**src/rtl/seven_seg_scan_mux.sv**
```systemverilog
// seven_seg_scan_mux
// Multiplexed N-digit seven-segment driver. One hex digit is shown per time
// slot; display data and decimal points come from load-qualified shadow
// registers, while the per-digit enables are sampled live at each slot start.
// All outputs are registered, and polarity inversion is folded into that
// register stage, so no input reaches a pin combinationally.
module seven_seg_scan_mux #(
    parameter int NUM_DIGITS     = 4,
    parameter int CLKS_PER_DIGIT = 50000,
    parameter bit ACTIVE_LOW_SEG = 1'b1,
    parameter bit ACTIVE_LOW_DIG = 1'b1,
    parameter bit BLANK_LEADING  = 1'b0
) (
    input  logic                    i_Clk,
    input  logic                    i_Rst,
    input  logic                    i_Load,
    input  logic [4*NUM_DIGITS-1:0] i_Data,
    input  logic [NUM_DIGITS-1:0]   i_DP,
    input  logic [NUM_DIGITS-1:0]   i_Digit_En,
    output logic [6:0]              o_Segment,
    output logic                    o_DP,
    output logic [NUM_DIGITS-1:0]   o_Digit_Sel,
    output logic                    o_Frame
);

    // A single-digit build still needs a one-bit index register.
    localparam int CNT_W = $clog2(CLKS_PER_DIGIT);
    localparam int IDX_W = (NUM_DIGITS > 1) ? $clog2(NUM_DIGITS) : 1;

    localparam logic [CNT_W-1:0] CNT_LAST = CNT_W'(CLKS_PER_DIGIT - 1);
    localparam logic [IDX_W-1:0] IDX_LAST = IDX_W'(NUM_DIGITS - 1);

    // "Off" pin levels. Because lit = logical ^ off, these also serve as the
    // XOR masks that apply the selected polarity.
    localparam logic [6:0]            SEG_OFF = {7{ACTIVE_LOW_SEG}};
    localparam logic                  DP_OFF  = ACTIVE_LOW_SEG;
    localparam logic [NUM_DIGITS-1:0] SEL_OFF = {NUM_DIGITS{ACTIVE_LOW_DIG}};

    // Slot timer and scan index.
    logic [CNT_W-1:0] cnt_q, cnt_d;
    logic [IDX_W-1:0] idx_q, idx_d;
    logic             advance;

    // Shadow copies of the display data.
    logic [4*NUM_DIGITS-1:0] shadow_data_q, shadow_data_d;
    logic [NUM_DIGITS-1:0]   shadow_dp_q, shadow_dp_d;

    // Registered pin drivers.
    logic [6:0]            seg_q, seg_d;
    logic                  dp_q, dp_d;
    logic [NUM_DIGITS-1:0] sel_q, sel_d;
    logic                  frame_q, frame_d;

    // Per-slot selection of the digit being scanned.
    logic [NUM_DIGITS-1:0] leading_zero;
    logic                  upper_zero;
    logic [3:0]            cur_nibble;
    logic                  cur_dp;
    logic                  cur_en;
    logic                  cur_lz;
    logic [NUM_DIGITS-1:0] cur_onehot;

    // Logical hex-to-segment map, bit0 = a through bit6 = g, 1 = lit.
    function automatic logic [6:0] hex_to_seg(input logic [3:0] value);
        logic [6:0] seg;
        case (value)
            4'h0:    seg = 7'h3F;
            4'h1:    seg = 7'h06;
            4'h2:    seg = 7'h5B;
            4'h3:    seg = 7'h4F;
            4'h4:    seg = 7'h66;
            4'h5:    seg = 7'h6D;
            4'h6:    seg = 7'h7D;
            4'h7:    seg = 7'h07;
            4'h8:    seg = 7'h7F;
            4'h9:    seg = 7'h6F;
            4'hA:    seg = 7'h77;
            4'hB:    seg = 7'h7C;
            4'hC:    seg = 7'h39;
            4'hD:    seg = 7'h5E;
            4'hE:    seg = 7'h79;
            default: seg = 7'h71;
        endcase
        return seg;
    endfunction

    // Slot timer wraps every CLKS_PER_DIGIT cycles; the last count of a slot
    // is the advance cycle, which also steps the scan index.
    always_comb begin
        advance = (cnt_q == CNT_LAST);
        cnt_d   = cnt_q + 1'b1;
        idx_d   = idx_q;
        if (advance) begin
            cnt_d = '0;
            if (idx_q == IDX_LAST) begin
                idx_d = '0;
            end else begin
                idx_d = idx_q + 1'b1;
            end
        end
    end

    // Shadow registers only change on a load; an advance on the same cycle
    // reads the old shadow contents, so new data shows from the next slot.
    always_comb begin
        shadow_data_d = shadow_data_q;
        shadow_dp_d   = shadow_dp_q;
        if (i_Load) begin
            shadow_data_d = i_Data;
            shadow_dp_d   = i_DP;
        end
    end

    // Walk down from the top digit; a digit is a leading zero while it and
    // everything above it is zero. Digit 0 is always allowed to show.
    always_comb begin
        leading_zero = '0;
        upper_zero   = 1'b1;
        for (int k = NUM_DIGITS - 1; k >= 0; k--) begin
            upper_zero = upper_zero & (shadow_data_q[4*k +: 4] == 4'h0);
            if (k > 0) begin
                leading_zero[k] = upper_zero & BLANK_LEADING;
            end
        end
    end

    // Pick out the nibble, DP, live enable and blanking flag of the digit
    // that the next advance will display.
    always_comb begin
        cur_nibble = 4'h0;
        cur_dp     = 1'b0;
        cur_en     = 1'b0;
        cur_lz     = 1'b0;
        cur_onehot = '0;
        for (int k = 0; k < NUM_DIGITS; k++) begin
            if (idx_q == IDX_W'(k)) begin
                cur_nibble    = shadow_data_q[4*k +: 4];
                cur_dp        = shadow_dp_q[k];
                cur_en        = i_Digit_En[k];
                cur_lz        = leading_zero[k];
                cur_onehot[k] = 1'b1;
            end
        end
    end

    // Output stage holds between advances; on an advance it loads either the
    // decoded digit or the all-off pattern, with polarity applied here.
    always_comb begin
        seg_d   = seg_q;
        dp_d    = dp_q;
        sel_d   = sel_q;
        frame_d = 1'b0;
        if (advance) begin
            frame_d = (idx_q == '0);
            if (cur_en && !cur_lz) begin
                seg_d = hex_to_seg(cur_nibble) ^ SEG_OFF;
                dp_d  = cur_dp ^ DP_OFF;
                sel_d = cur_onehot ^ SEL_OFF;
            end else begin
                seg_d = SEG_OFF;
                dp_d  = DP_OFF;
                sel_d = SEL_OFF;
            end
        end
    end

    // State and output registers; reset wins over load and aborts any slot.
    always_ff @(posedge i_Clk) begin
        if (i_Rst) begin
            cnt_q         <= '0;
            idx_q         <= '0;
            shadow_data_q <= '0;
            shadow_dp_q   <= '0;
            seg_q         <= SEG_OFF;
            dp_q          <= DP_OFF;
            sel_q         <= SEL_OFF;
            frame_q       <= 1'b0;
        end else begin
            cnt_q         <= cnt_d;
            idx_q         <= idx_d;
            shadow_data_q <= shadow_data_d;
            shadow_dp_q   <= shadow_dp_d;
            seg_q         <= seg_d;
            dp_q          <= dp_d;
            sel_q         <= sel_d;
            frame_q       <= frame_d;
        end
    end

    assign o_Segment   = seg_q;
    assign o_DP        = dp_q;
    assign o_Digit_Sel = sel_q;
    assign o_Frame     = frame_q;

endmodule

```
**config.mk**
```make
export PLATFORM = sky130hd
export DESIGN_NAME = seven_seg_scan_mux
export DESIGN_NICKNAME = d
export VERILOG_FILES = /design/src/rtl/seven_seg_scan_mux.sv
export SDC_FILE = /design/constraint.sdc
export NUM_CORES = 1
export LEC_CHECK = 0
export CAP_MARGIN = 20
export CORE_MARGIN = 2
export CORE_UTILIZATION = 25
export CTS_CLUSTER_SIZE = 12
export DETAILED_ROUTE_END_ITERATION = 10
export PLACE_DENSITY = 0.51
export SYNTH_ARGS = -nofsm -noshare
export SYNTH_HDL_FRONTEND = slang
export SYNTH_SLANG_ARGS = --single-unit
```
**constraint.sdc**
```tcl
create_clock -name i_Clk -period 5.13 [get_ports i_Clk]
set_input_delay 0.513 -clock i_Clk [delete_from_list [all_inputs] [get_ports i_Clk]]
set_output_delay 0.513 -clock i_Clk [all_outputs]
set_load 0.1 [all_outputs]
```
### Routed clock nets over the placement

(4 px per um)
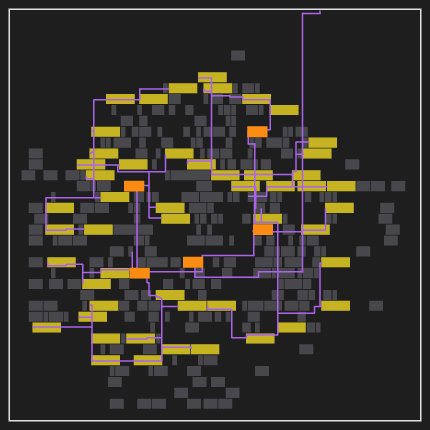
flip-flops: in yellow, count 51. clock-net drivers: in orange, count 5. clock wires: in purple, length 704 um.
There are 6 routed clock nets.
Clock Skews: 0.004051 ns
Worst-Skew Late Latency: 0.31 ns

### Placement density heat map

(4 px per um) The die is cut into 10 by 10 equal tiles; white is low, dark blue is high, 0 to 100% covered.
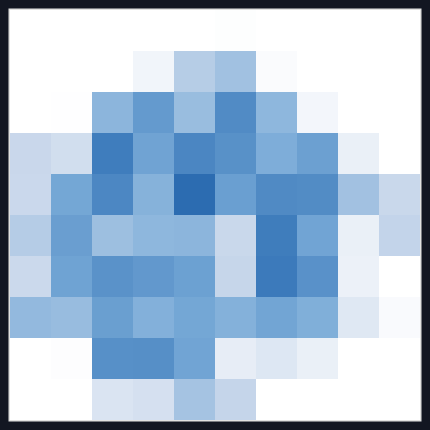
The emptiest ninth of the die: top right. 1.0% of the tiles are over 75% full. The mean over all tiles is 28%.
Post-Route Utilization: 0.3270
core area: 9328 um^2
Starting Density: 0.2601

### Met3 routing

(4 px per um) Cells faint in the background.
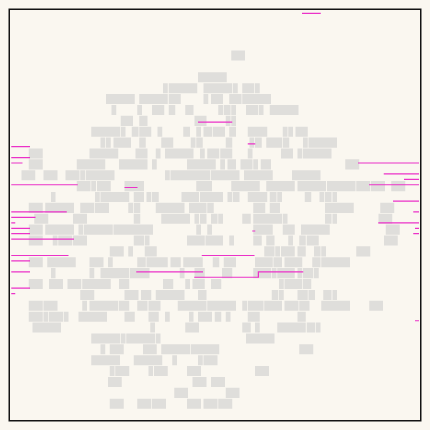
The longest straight run is 16.3 um. The wires run mostly horizontal. 28 nets have wire on it. The layer holds 4.5% of the routed length.

==> out/metrics.cfg <==
[worst_setup_path]
crit_start = idx_q[1]
cp_top_family = AND-OR/OR-AND gates
crit_path_frequent_cell = ha_1
r2r_slack_ns = 2.38
critPathLaunchType = flop
crit_chain = ha_1, a211oi_1, a221oi_1, ha_1, or3b_2, a31oi_1
critPathSlowestCell = a221oi_1
r2r-start = idx_q[1]
reg2reg_depth = 6
crit_type = flop to flop
max_stage_delay_ns = 0.71
reg2reg_to = o_Segment[1]
crit_cells = 6
required_ns = 5.37
cp_max_fo = 17
path_buffers = 0

[final_timing]
setup_viol = 0
tightest_slew_ns = 0.9777
fmax_mhz = 364.1
hold_viol = 0
min_period_ns = 2.747
slew_viol_final = 0
fin_ws_ns = 2.383
rsz0062_at_grt = false
slew_headroom = 0.3462
finalClockPeriodUsage = 0.5354
tns_ns = 0

[yosys]
topCellsByArea = dfxtp_1 42%, mux2i_1 8.7%, nor2_1 8.5%
synth_cells = 269
top_area_frac = 0.4208
ys_types = 43
xor_area_frac = 0.05054
mappedNetlistArea_um2 = 2426
ys_warn_count = 0
synth_chip_area_um2 = 2426
top_area_cell = dfxtp_1
yosys_most_used_dff = dfxtp_1
ys_ff = 51
synth_top_cell_by_count = nor2_1
top_logic_kind = simple AND/OR/NAND/NOR gates
synth_seq_share = 0.4208
synthesis.nets = 307
edf_count = 0
avgSynthCellArea_um2 = 9.019
yosys.area_share.aoi = 0.09799
simple_gate_share = 0.2403

[floorplanning]
ios = 40
rows = 35
dieWidth_um = 102.5
fp.dieH_um = 102.5
nWellTaps = 129

[power]
netSwitchingPower_mw = 0.1755
power_mw = 0.7355
vdd_drop_max_uv = 110.2
power_density_nw_per_um2 = 241.1
switching_share = 0.2387
internal-power_mw = 0.5599
pg_seq_mw = 0.414
pg_clk_mw = 0.246
p_comb_mw = 0.0756
power_leader = sequential cells

[final_layout]
lay_top_count = nor2_1
area_growth_pct = 25.74
layout_top_cells = 55 x nor2_1, 51 x dfxtp_1, 39 x clkdlybuf4s50_1
seqAreaFraction = 0.3347
logic_area_um2 = 1303
final_area_um2 = 3050
comb_cells = 195
buffers = 42
fin_cells = 435
sh_comb_area = 0.4270
final-clk-cell-share = 0.03117
drive_gt1_frac = 0.06209
final_nets = 343
flop_area_um2 = 1021
n_antenna_cell = 0
fillers = 988
clockBufferCount = 7

[clock_tree]
cts_tree = done
htreeDepth = 2
post-cts-setup-buffer-count = 0
clockRootBuffer = clkbuf_8
cts_resized = 0
clock_tree.buffer_depth = 2
numCtsBuffers = 5

[global_routing]
use_met3 = 0.02441
grt-busiest-layer = met1
grt_max_degree = 25
grt-ovfl-total = 0
grt_util_met1 = 0.1520
grt_pass1_wl_um = 8749

[place]
place_congestion = 0.7595
pre_cts_slack_ns = 2.196
dp_hpwl_um = 3780
io_buffers = 39

[detailed_routing]
drc_errors = 0
routedWlPerCell_um = 11.91
first_pass_iters = 4
via_count = 1878
wl_met2_um = 2061
routed_wl_um = 5180
viasPerCell = 4.317
top_layer = met4
postRouteAntennaNets = 0

[min_path]
holdPathEnd = cnt_q[0]
worstHoldPathType = flop to flop
hold_depth = 1
min-delay-start = cnt_q[0]

[run]
warning_count = 34
maxCapViolCount = 0

[outcome]
status = finished clean

